### config.mk
export PLATFORM = sky130hd
export DESIGN_NAME = ds2411_id_sequencer
export DESIGN_NICKNAME = d
export VERILOG_FILES = /design/src/rtl/ds2411_id_sequencer.sv
export SDC_FILE = /design/constraint.sdc
export NUM_CORES = 1
export LEC_CHECK = 0
export CORE_ASPECT_RATIO = 0.8
export CORE_UTILIZATION = 25
export CTS_CLUSTER_SIZE = 30
export DETAILED_ROUTE_END_ITERATION = 8
export PLACE_DENSITY = 0.43
export SLEW_MARGIN = 5
export SYNTH_ARGS = -nofsm -noshare
export SYNTH_HDL_FRONTEND = slang
export SYNTH_SLANG_ARGS = --single-unit
export TNS_END_PERCENT = 5
### constraint.sdc
create_clock -name clk -period 3 [get_ports clk]
set_input_delay 0.6 -clock clk [delete_from_list [all_inputs] [get_ports clk]]
set_output_delay 0.6 -clock clk [all_outputs]
set_load 0.005 [all_outputs]
### src/rtl/ds2411_id_sequencer.sv
// Sequences a read_ds2411 reader to fetch the board ROM ID, validates it, retries on failure.
// Optional macro DS2411_ID_CRC_CHECK_EN enables the serial Dallas CRC-8 check in CHK.
module ds2411_id_sequencer #(
    parameter int unsigned CLK_PER_US = 100,
    parameter logic [7:0]  FAMILY     = 8'h01,
    parameter int unsigned MAX_TRIES  = 3,
    parameter int unsigned TIMEOUT_US = 20000,
    parameter int unsigned GAP_US     = 1000
) (
    input  logic        clk,
    input  logic        reset,
    input  logic        start,
    output logic        rd_go,
    input  logic        rd_working,
    input  logic        rd_done,
    input  logic        rd_error,
    input  logic [63:0] rd_result,
    output logic [47:0] serial,
    output logic [7:0]  family,
    output logic [7:0]  crc,
    output logic        valid,
    output logic        fail,
    output logic        busy,
    output logic [3:0]  tries,
    output logic [1:0]  err_code
);

    localparam logic [15:0] PRE_MAX     = 16'(CLK_PER_US - 1);
    localparam logic [15:0] TIMEOUT_CNT = 16'(TIMEOUT_US);
    localparam logic [15:0] GAP_CNT     = 16'(GAP_US);
    localparam logic [3:0]  TRIES_MAX   = 4'(MAX_TRIES);

    typedef enum logic [2:0] {
        S_IDLE  = 3'd0,
        S_REQ   = 3'd1,
        S_RUN   = 3'd2,
        S_CHK   = 3'd3,
        S_RETRY = 3'd4
    } state_t;

    state_t      state_q, state_d;
    logic        auto_q, auto_d;
    logic [47:0] serial_q, serial_d;
    logic [7:0]  family_q, family_d;
    logic [7:0]  crc_q, crc_d;
    logic        valid_q, valid_d;
    logic        fail_q, fail_d;
    logic        busy_q, busy_d;
    logic [3:0]  tries_q, tries_d;
    logic [1:0]  err_q, err_d;
    logic [63:0] rom_q, rom_d;

    // Reader lives in another tick domain: two-flop synchronizers on everything it drives
    logic [2:0]  ctl_s1_q, ctl_s2_q;
    logic [63:0] res_s1_q, res_s2_q;
    logic        working_s, done_s, error_s;

    logic [15:0] pre_q;
    logic [15:0] us_q;
    logic        timer_clr;
    logic        timeout;
    logic        gap_done;
    logic        check_done;
    logic        rom_ok;

`ifdef DS2411_ID_CRC_CHECK_EN
    logic [55:0] shift_q, shift_d;
    logic [7:0]  crc_acc_q, crc_acc_d;
    logic [5:0]  bit_cnt_q, bit_cnt_d;
    logic        crc_fb;

    assign crc_fb     = crc_acc_q[0] ^ shift_q[0];
    assign check_done = (bit_cnt_q == 6'd56);
    assign rom_ok     = (crc_acc_q == rom_q[63:56]) && (rom_q[7:0] == FAMILY);
`else
    assign check_done = 1'b1;
    assign rom_ok     = (rom_q[7:0] == FAMILY);
`endif

    assign working_s = ctl_s2_q[0];
    assign done_s    = ctl_s2_q[1];
    assign error_s   = ctl_s2_q[2];
    assign timeout   = (us_q == TIMEOUT_CNT);
    assign gap_done  = (us_q == GAP_CNT);

    always_ff @(posedge clk) begin
        if (reset) begin
            state_q  <= S_IDLE;
            auto_q   <= 1'b1;
            serial_q <= '0;
            family_q <= '0;
            crc_q    <= '0;
            valid_q  <= 1'b0;
            fail_q   <= 1'b0;
            busy_q   <= 1'b0;
            tries_q  <= '0;
            err_q    <= '0;
            rom_q    <= '0;
            ctl_s1_q <= '0;
            ctl_s2_q <= '0;
            res_s1_q <= '0;
            res_s2_q <= '0;
            pre_q    <= '0;
            us_q     <= '0;
`ifdef DS2411_ID_CRC_CHECK_EN
            shift_q   <= '0;
            crc_acc_q <= '0;
            bit_cnt_q <= '0;
`endif
        end else begin
            state_q  <= state_d;
            auto_q   <= auto_d;
            serial_q <= serial_d;
            family_q <= family_d;
            crc_q    <= crc_d;
            valid_q  <= valid_d;
            fail_q   <= fail_d;
            busy_q   <= busy_d;
            tries_q  <= tries_d;
            err_q    <= err_d;
            rom_q    <= rom_d;
            ctl_s1_q <= {rd_error, rd_done, rd_working};
            ctl_s2_q <= ctl_s1_q;
            res_s1_q <= rd_result;
            res_s2_q <= res_s1_q;
`ifdef DS2411_ID_CRC_CHECK_EN
            shift_q   <= shift_d;
            crc_acc_q <= crc_acc_d;
            bit_cnt_q <= bit_cnt_d;
`endif
            // Shared microsecond timer: watchdog in REQ/RUN, inter-attempt gap in RETRY
            if (timer_clr) begin
                pre_q <= '0;
                us_q  <= '0;
            end else if (pre_q == PRE_MAX) begin
                pre_q <= '0;
                if (us_q != 16'hFFFF) begin
                    us_q <= us_q + 16'd1;
                end
            end else begin
                pre_q <= pre_q + 16'd1;
            end
        end
    end

    always_comb begin
        state_d   = state_q;
        auto_d    = auto_q;
        serial_d  = serial_q;
        family_d  = family_q;
        crc_d     = crc_q;
        valid_d   = valid_q;
        fail_d    = fail_q;
        busy_d    = busy_q;
        tries_d   = tries_q;
        err_d     = err_q;
        rom_d     = rom_q;
        timer_clr = 1'b0;
`ifdef DS2411_ID_CRC_CHECK_EN
        shift_d   = shift_q;
        crc_acc_d = crc_acc_q;
        bit_cnt_d = bit_cnt_q;
`endif
        case (state_q)
            S_IDLE: begin
                if (start || auto_q) begin
                    state_d   = S_REQ;
                    auto_d    = 1'b0;
                    busy_d    = 1'b1;
                    fail_d    = 1'b0;
                    tries_d   = 4'd1;
                    timer_clr = 1'b1;
                end
            end
            S_REQ, S_RUN: begin
                if (timeout) begin
                    err_d     = 2'd3;
                    state_d   = S_RETRY;
                    timer_clr = 1'b1;
                end else if (state_q == S_REQ) begin
                    if (working_s) begin
                        state_d = S_RUN;
                    end
                end else if (!working_s) begin
                    // A no-presence flag means the ROM bits are meaningless
                    if (done_s && !error_s) begin
                        state_d = S_CHK;
                        rom_d   = res_s2_q;
`ifdef DS2411_ID_CRC_CHECK_EN
                        shift_d   = res_s2_q[55:0];
                        crc_acc_d = '0;
                        bit_cnt_d = '0;
`endif
                    end else begin
                        err_d     = 2'd1;
                        state_d   = S_RETRY;
                        timer_clr = 1'b1;
                    end
                end
            end
            S_CHK: begin
                if (check_done) begin
                    if (rom_ok) begin
                        serial_d = rom_q[55:8];
                        family_d = rom_q[7:0];
                        crc_d    = rom_q[63:56];
                        valid_d  = 1'b1;
                        err_d    = 2'd0;
                        busy_d   = 1'b0;
                        state_d  = S_IDLE;
                    end else begin
                        err_d     = 2'd2;
                        state_d   = S_RETRY;
                        timer_clr = 1'b1;
                    end
                end else begin
`ifdef DS2411_ID_CRC_CHECK_EN
                    // Dallas CRC-8, reflected form of x^8+x^5+x^4+1
                    crc_acc_d = {1'b0, crc_acc_q[7:1]} ^ (crc_fb ? 8'h8C : 8'h00);
                    shift_d   = {1'b0, shift_q[55:1]};
                    bit_cnt_d = bit_cnt_q + 6'd1;
`endif
                end
            end
            S_RETRY: begin
                if (tries_q == TRIES_MAX) begin
                    fail_d  = 1'b1;
                    busy_d  = 1'b0;
                    state_d = S_IDLE;
                end else if (gap_done) begin
                    tries_d   = tries_q + 4'd1;
                    state_d   = S_REQ;
                    timer_clr = 1'b1;
                end
            end
            default: begin
                state_d = S_IDLE;
            end
        endcase
    end

    always_comb begin
        rd_go    = (state_q == S_REQ);
        serial   = serial_q;
        family   = family_q;
        crc      = crc_q;
        valid    = valid_q;
        fail     = fail_q;
        busy     = busy_q;
        tries    = tries_q;
        err_code = err_q;
    end

endmodule
==> deck_impl_summary.md, run 1 <==
Physical Implementation Snapshot

Synthesis
  • Mapped Cells: 1103
  • Area leader, netlist: dfxtp_1
  • Cell count listed in synth_stat.txt: 1103
  • Yosys chip area: 10200 sq um
  • Sequential fraction of the synthesis area: 60.0%
  • Asr flop ratio synth: 0%
  • Top cells, area: dfxtp_1, nand2_1, nor2b_1
  • Top-area cell type share of the netlist area: 60.0%
  • Avg Inst Size Synth: 9.29 sq um
  • Ys Warns: 0
  • Dominant Register Cell: dfxtp_1
  • Post-synthesis register bit count: 307
  • Post-synth EDFFs: 0
  • Yosys cell types: 49
  • Post-Syn Nets: 1177

Timing
  • RSZ-0062 raised after global routing: false
  • Slew headroom: 54.9%
  • Final setup margin: 0.371 ns
  • Clk_skew: 0.0208 ns
  • Fmax: 380 MHz
  • Count of final hold-check violations: 0
  • Fin crit share: 87.6%
  • Final setup violation count: 0
  • Min Tclk post-route: 2.63 ns
  • Final hold slack: 0.426 ns
  • Setup TNS: 0 ns
  • Slew @ Worst Pin: 0.677 ns
  • Count of final max-slew check failures: 0

Drt
  • Final routed DRC violation total: 0
  • Routed len/inst: 13.7 um
  • TritonRoute pass-1 iters: 5
  • Vias per cell: 4.23
  • Antenna viol nets, final: 0
  • Vias post-DR: 7581
  • Routed WL: 24.5 mm
  • DR iter-0 viols: 332

Clocking
  • Post-CTS sizing: 0
  • Sink Count: 307
  • CTS max path bufs: 3
  • Cts-stage hold buffer count: 0
  • Post-CTS Repair Setup Buffers: 0
  • CTS tree: yes
  • Clock-pin transition on the worst setup and hold timing paths: 0.06 ns
  • Root Driver: clkbuf_16
  • Worst-Skew Late Latency: 0.53 ns
  • CTS buffer count: 34
  • H-Tree Depth: 2

Hold path
  • Min-delay src: res_s2_q[13]$_SDFF_PP0_
  • Worst hold path type: reg -> reg
  • Worst hold path endpoint: rom_q[13]$_SDFFE_PP0P_
  • Hold Path Depth: 2

Worst setup path
  • Startpoint type of the worst setup path: flip-flop
  • Crit Path Class: reg -> out
  • Crit path launch: state_q[0]$_SDFFE_PP0P_
  • FF-to-FF path depth: 8
  • R2R Setup Slk: 0.48 ns
  • Worst setup EP type: primary output
  • Worst r2r dst: rom_q[54]$_SDFFE_PP0P_
  • CP max FO: 11
  • Req. time, crit path: 2.40 ns
  • Crit path DAT: 2.03 ns

Power
  • LEAKAGE: 4.58 nW
  • Cell Pwr Density: 688 nW/um^2
  • Pwr Total: 9.23 mW
  • Maximum VDD drop: 0.000306 V

Global route
  • Antenna violations before repair: 2
  • Pin count of the biggest net entering global routing: 72
  • GRT Total Usage: 11.7%
  • Grt ovf: 0
  • First-pass GRT wire length: 39.5 mm
  • Vias in the first global route: 7351

Place
  • Post-DP HPWL: 15.5 mm
  • Inst Count DP: 1732
  • GP Congestion: 0.731
  • DP Area: 12200 sq um
  • Place WS: 0.517 ns

Cells and area
  • Share of layout cells above drive strength 1: 6.45%
  • Post-layout util: 33.6%
  • Area Growth Syn to Fin: 30.9%
  • Nets: 1306
  • # fillers: 4115
  • Post-Layout Cell Count: 1793
  • Design Area, Final: 13400 sq um

Floorplan
  • Die Size: 41800 sq um
  • Num rows: 65
  • FP Util: 25.7%

Run
  • Tool warnings: 27
  • Max Cap Violations: 0

Outcome
  • Status: finished, final reports clean
==> run 1: logic make-up (layout without fill, tap and decap cells) <==
group,after synthesis,after routing,synth area share [%]
and+or+nand+nor,526,526,25.4
DFF,307,307,60.0
AOI/OAI and AO/OA,164,164,8.66
buffers and inverters,75,228,3.10
xor gates and xnor gates,24,24,2.05
adders and majority gates,4,4,0.488
muxes,3,3,0.293
other,0,1,0
==> run 1: how the worst max path moves through the flow <==
stage               slack (ns)                endpoint  depth (start not counted)
CTS                       0.32                   rd_go                          2
floorplan                 1.01    us_q[7]$_SDFFE_PP0P_                          6
global route              0.23                   rd_go                          2
detailed placement        0.52  rom_q[30]$_SDFFE_PP0P_                          8
global placement          0.59   us_q[14]$_SDFFE_PP0P_                          6
finish                    0.37                   rd_go                          2
==> run 1: flip-flops by register name, indices dropped and copies added, names as in the netlist, 2 cells and up <==
signal,flops
ctl_s1_q,3
err_code,2
ctl_s2_q,3
res_s1_q,64
crc,8
rom_q,64
state_q,3
tries,4
res_s2_q,64
serial,48
pre_q,16
family,8
us_q,16
==> run 1: power by group <==
group | leakage (nW) | internal [mW] | switching, mW | total (mW)
Combinational | 1.51 | 0.273 | 0.329 | 0.602
Clock | 0.576 | 2.67 | 1.68 | 4.34
Sequential | 2.50 | 4.21 | 0.0829 | 4.29
==> run 1: worst max-delay path, stage by stage, from the launching register on <==
cell,delay (ns)
dfxtp_1,0.53
nor3b_2,0.41
clkdlybuf4s50_1,0.57
==> run 1: per-layer routing <==
metal  track usage, %  vias up  wire (um)
met1             16.1     3512      12400
li1                 -     3861          -
met4             3.49        2        442
met5                0        -         18
met2             17.8      165      10400
met3             3.22       41       1240
==> run 1: layout make-up <==
| class | instances | area (sq um) | share of cell area [%] |
|---|---|---|---|
| inverter | 8 | 30.0 | 0.224 |
| clock inverter | 10 | 169 | 1.26 |
| clock buffer | 50 | 1000 | 7.46 |
| sequential | 307 | 6150 | 45.8 |
| multi-input combinational | 721 | 3810 | 28.4 |
| antenna | 1 | 2.50 | 0.0187 |
| tap | 536 | 671 | 5.00 |
| timing repair buffer | 160 | 1590 | 11.8 |
==> run 1: synthesized netlist by cell type, types with 5 or more instances <==
cell / number
xor2_1: 11
nand2_1: 255
o21ai_0: 8
and2_1: 7
and3_1: 5
inv_1: 8
or4_1: 5
nor2b_1: 136
dfxtp_1: 307
buf_2: 20
xnor2_1: 13
nand4_1: 10
nand3_1: 20
a21oi_1: 131
clkbuf_1: 41
nor3_1: 12
nor2_1: 45
a211oi_1: 10
==> run 1: placed cells by master, fill, tap and decap left out, types with 7 or more instances in the layout <==
master           netlist  layout
a211oi_1              10      10
xor2_1                11      11
buf_4                  1      15
nor2_1                45      45
dfxtp_1              307     307
clkdlybuf4s50_1        0     142
nand2_1              255     255
nor3_1                12      12
clkbuf_16              0      34
nand4_1               10      10
clkbuf_8               0      10
nand3_1               20      19
inv_1                  8       8
and2_1                 7       7
o21ai_0                8       8
clkbuf_1              41       7
a21oi_1              131     131
xnor2_1               13      13
nor2b_1              136     136
run_1/floorplan.png
Bar = 50 um. Pins as bars on the die edge. Tap cells in grey.
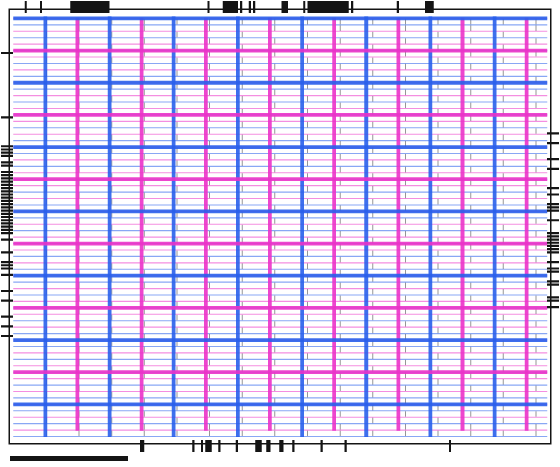
[magenta] VDD
[blue] VSS
met5 straps: 13
tap cells: 536
die height: 183 um
chip width: 228 um

run_1/port_trees.png
Bar = 50 um.
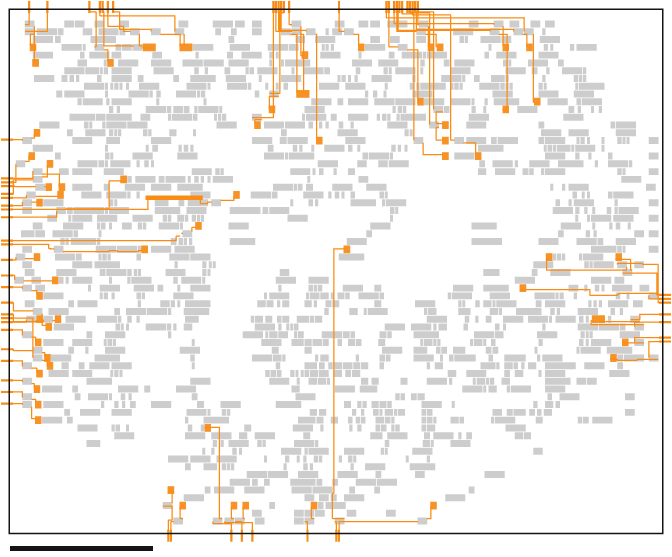
[orange] `rd_result` | bits: 64 | direction: input | edge: 25 top, 24 left, 8 bottom, 7 right | end cells: 64 | buffers: 64 | wire: 1950 um
I/O Pins: 144
input/output buffers: 143

run_1/placed.png
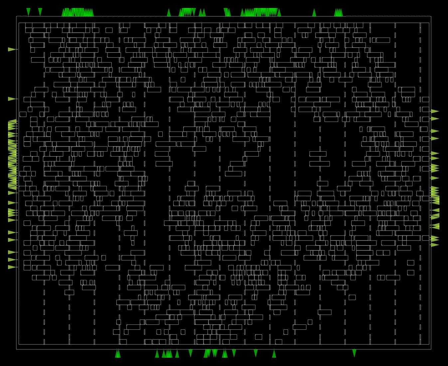
core area: 39900 sq um
num sequential: 307

run_1/class_map.png
Fill, decap, tap and diode cells in grey.
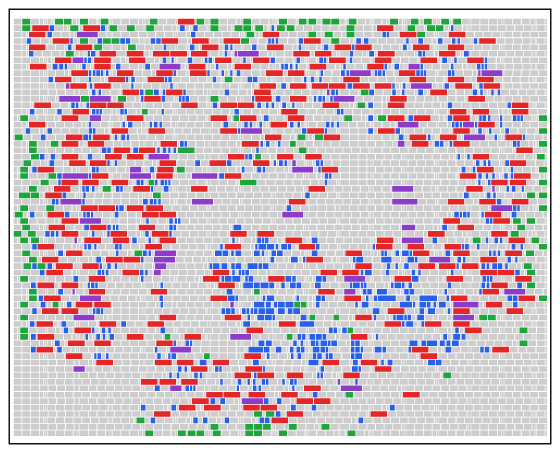

--- run 2 (diff from run 1) ---
- CORE_ASPECT_RATIO: 0.8 -> 0.7
run_2/class_map.png
Fill, decap, tap and diode cells in grey.
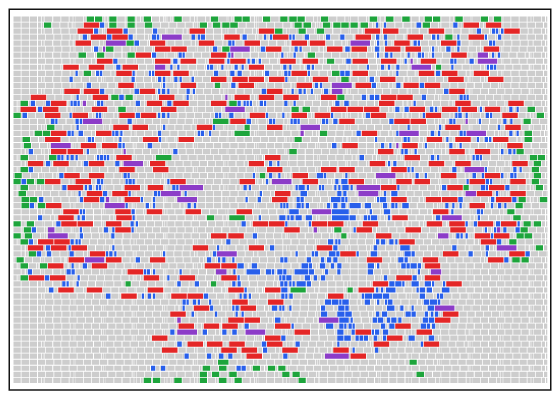
[red] registers | cells: 307 | share of their area: 49%
[green] remaining buffers and delay cells | cells: 157 | share of their area: 13%
[blue] remaining logic cells | cells: 729 | share of their area: 30%
[purple] clock drivers and dummy loads | cells: 55 | share of their area: 8.1%
post-layout util: 33.2%
Seq/total area: 46.3%
num rows: 61

==> deck_impl_summary.md, run 2 <==
Physical Implementation Snapshot

Outcome
  • Status: finished, final reports clean

Timing
  • Slew headroom: 47.8%
  • Slew @ Worst Pin: 0.772 ns
  • RSZ-0062 raised after global routing: false
  • Fmax: 374 MHz
  • Count of final max-slew check failures: 0
  • Clk_skew: 0.00936 ns
  • Count of final hold-check violations: 0

Place
  • Input/output buffers: 143

Synthesis
  • Yosys chip area: 10200 sq um
  • Post-Syn Nets: 1177
  • Asr flop ratio synth: 0%
  • Cell count listed in synth_stat.txt: 1103
  • Sequential fraction of the synthesis area: 60.0%
  • Ys Warns: 0
  • Dominant Register Cell: dfxtp_1
  • Avg Inst Size Synth: 9.29 sq um
  • Top cells by count, synth: dfxtp_1, nand2_1, nor2b_1, a21oi_1, nor2_1
  • Post-synthesis register bit count: 307

Drt
  • Vias post-DR: 7520
  • Vias per cell: 4.22
  • Antenna viol nets, final: 0
  • Routed WL: 24.6 mm

Worst setup path
  • Crit path DAT: 2.07 ns
  • FF-to-FF path depth: 8
  • Crit Path Class: reg -> out
  • Req. time, crit path: 2.40 ns
  • Worst setup EP type: primary output

Global route
  • Grt ovf: 0
  • Pin count of the biggest net entering global routing: 114
  • GRT Total Usage: 11.7%
  • Antenna violations before repair: 1
  • Vias in the first global route: 7191

Clocking
  • Post-CTS Repair Setup Buffers: 0
  • CTS max path bufs: 3
  • Cts-stage hold buffer count: 0
  • Root Driver: clkbuf_16
  • CTS buffer count: 31
  • Sink Count: 307
  • H-Tree Depth: 1

Run
  • Tool warnings: 29
  • Max Cap Violations: 0

Cells and area
  • # fillers: 4193
  • Most frequent logic cell in the layout: dfxtp_1
  • Top Layout Cells: dfxtp_1, nand2_1, clkdlybuf4s50_1
  • Area Growth Syn to Fin: 29.6%
  • Design Area, Final: 13300 sq um
  • Nets: 1300

Floorplan
  • Chip width: 244 um

Hold path
  • Hold Path Depth: 2
  • Min-delay src: res_s2_q[13]$_SDFF_PP0_
run 2: where the power goes:
part	total [mW]	internal [mW]	switching [mW]	leakage, nW
clock network	3.91	2.32	1.59	0.511
registers	4.29	4.20	0.0887	2.50
logic	0.595	0.269	0.326	1.50
total	8.80	6.79	2.01	4.51
run 2: logic make-up (layout without fill, tap and decap cells):
group | Yosys count | count (layout) | share of synthesized area [%]
compound gates | 164 | 164 | 8.66
other cells | 0 | 1 | 0
buf+inv | 75 | 220 | 3.10
fa+ha+maj | 4 | 4 | 0.488
xor+xnor | 24 | 24 | 2.05
flops | 307 | 307 | 60.0
mux | 3 | 3 | 0.293
simple gates | 526 | 526 | 25.4
run 2: cell type report:
type | instances | share of cell area [%]
sequential | 307 | 46.3
multi-input combinational | 721 | 28.7
timing repair buffer | 157 | 12.1
clock buffer | 45 | 6.76
tap | 535 | 5.04
clock inverter | 10 | 0.970
inverter | 8 | 0.226
antenna | 1 | 0.0188
run 2: metal layers:
layer  GRT usage (%)  part of all wire [%]  routed length (um)  vias up
met4            3.26                   2.0                 497        0
met3            2.68                   4.7                1160       33
li1                -                     -                   -     3851
met1            16.6                    51               12500     3503
met2            17.6                    42               10400      133
met5               0                     0                   0        -
run 2: critical path, delay by kind of cell (launching register included):
family | cells | cell delay (ns)
DFF | 1 | 0.55
and+or+nand+nor | 1 | 0.39
buffers and inverters | 1 | 0.57
run 2: worst max-delay path by stage:
stage,from,endpoint,slack [ns],depth (start not counted)
floorplan,pre_q[0]$_SDFF_PP0_,us_q[7]$_SDFFE_PP0P_,1.01,6
global placement,us_q[0]$_SDFFE_PP0P_,rom_q[7]$_SDFFE_PP0P_,0.49,8
detailed placement,us_q[0]$_SDFFE_PP0P_,rom_q[7]$_SDFFE_PP0P_,0.42,8
CTS,state_q[0]$_SDFFE_PP0P_,rd_go,0.26,2
global route,us_q[0]$_SDFFE_PP0P_,rom_q[26]$_SDFFE_PP0P_,0.10,8
finish,state_q[0]$_SDFFE_PP0P_,rd_go,0.33,2
run 2: per-stage QoR:
step / hold WS, ns / power [mW] / utilization, % / cells
6_report: 0.424 / 8.80 / 33.2 / 1784
5_1_grt: 0.453 / 9.19 / 33.2 / 1784
4_1_cts: 0.429 / 8.96 / 33.1 / 1783
3_5_place_dp: 0.420 / 4.99 / 30.6 / 1728
3_3_place_gp: 0.420 / 4.98 / 30.6 / 1728
2_1_floorplan: 0.414 / 4.73 / - / 1103
No activity file was given, so power comes from the tool's default toggle rates.
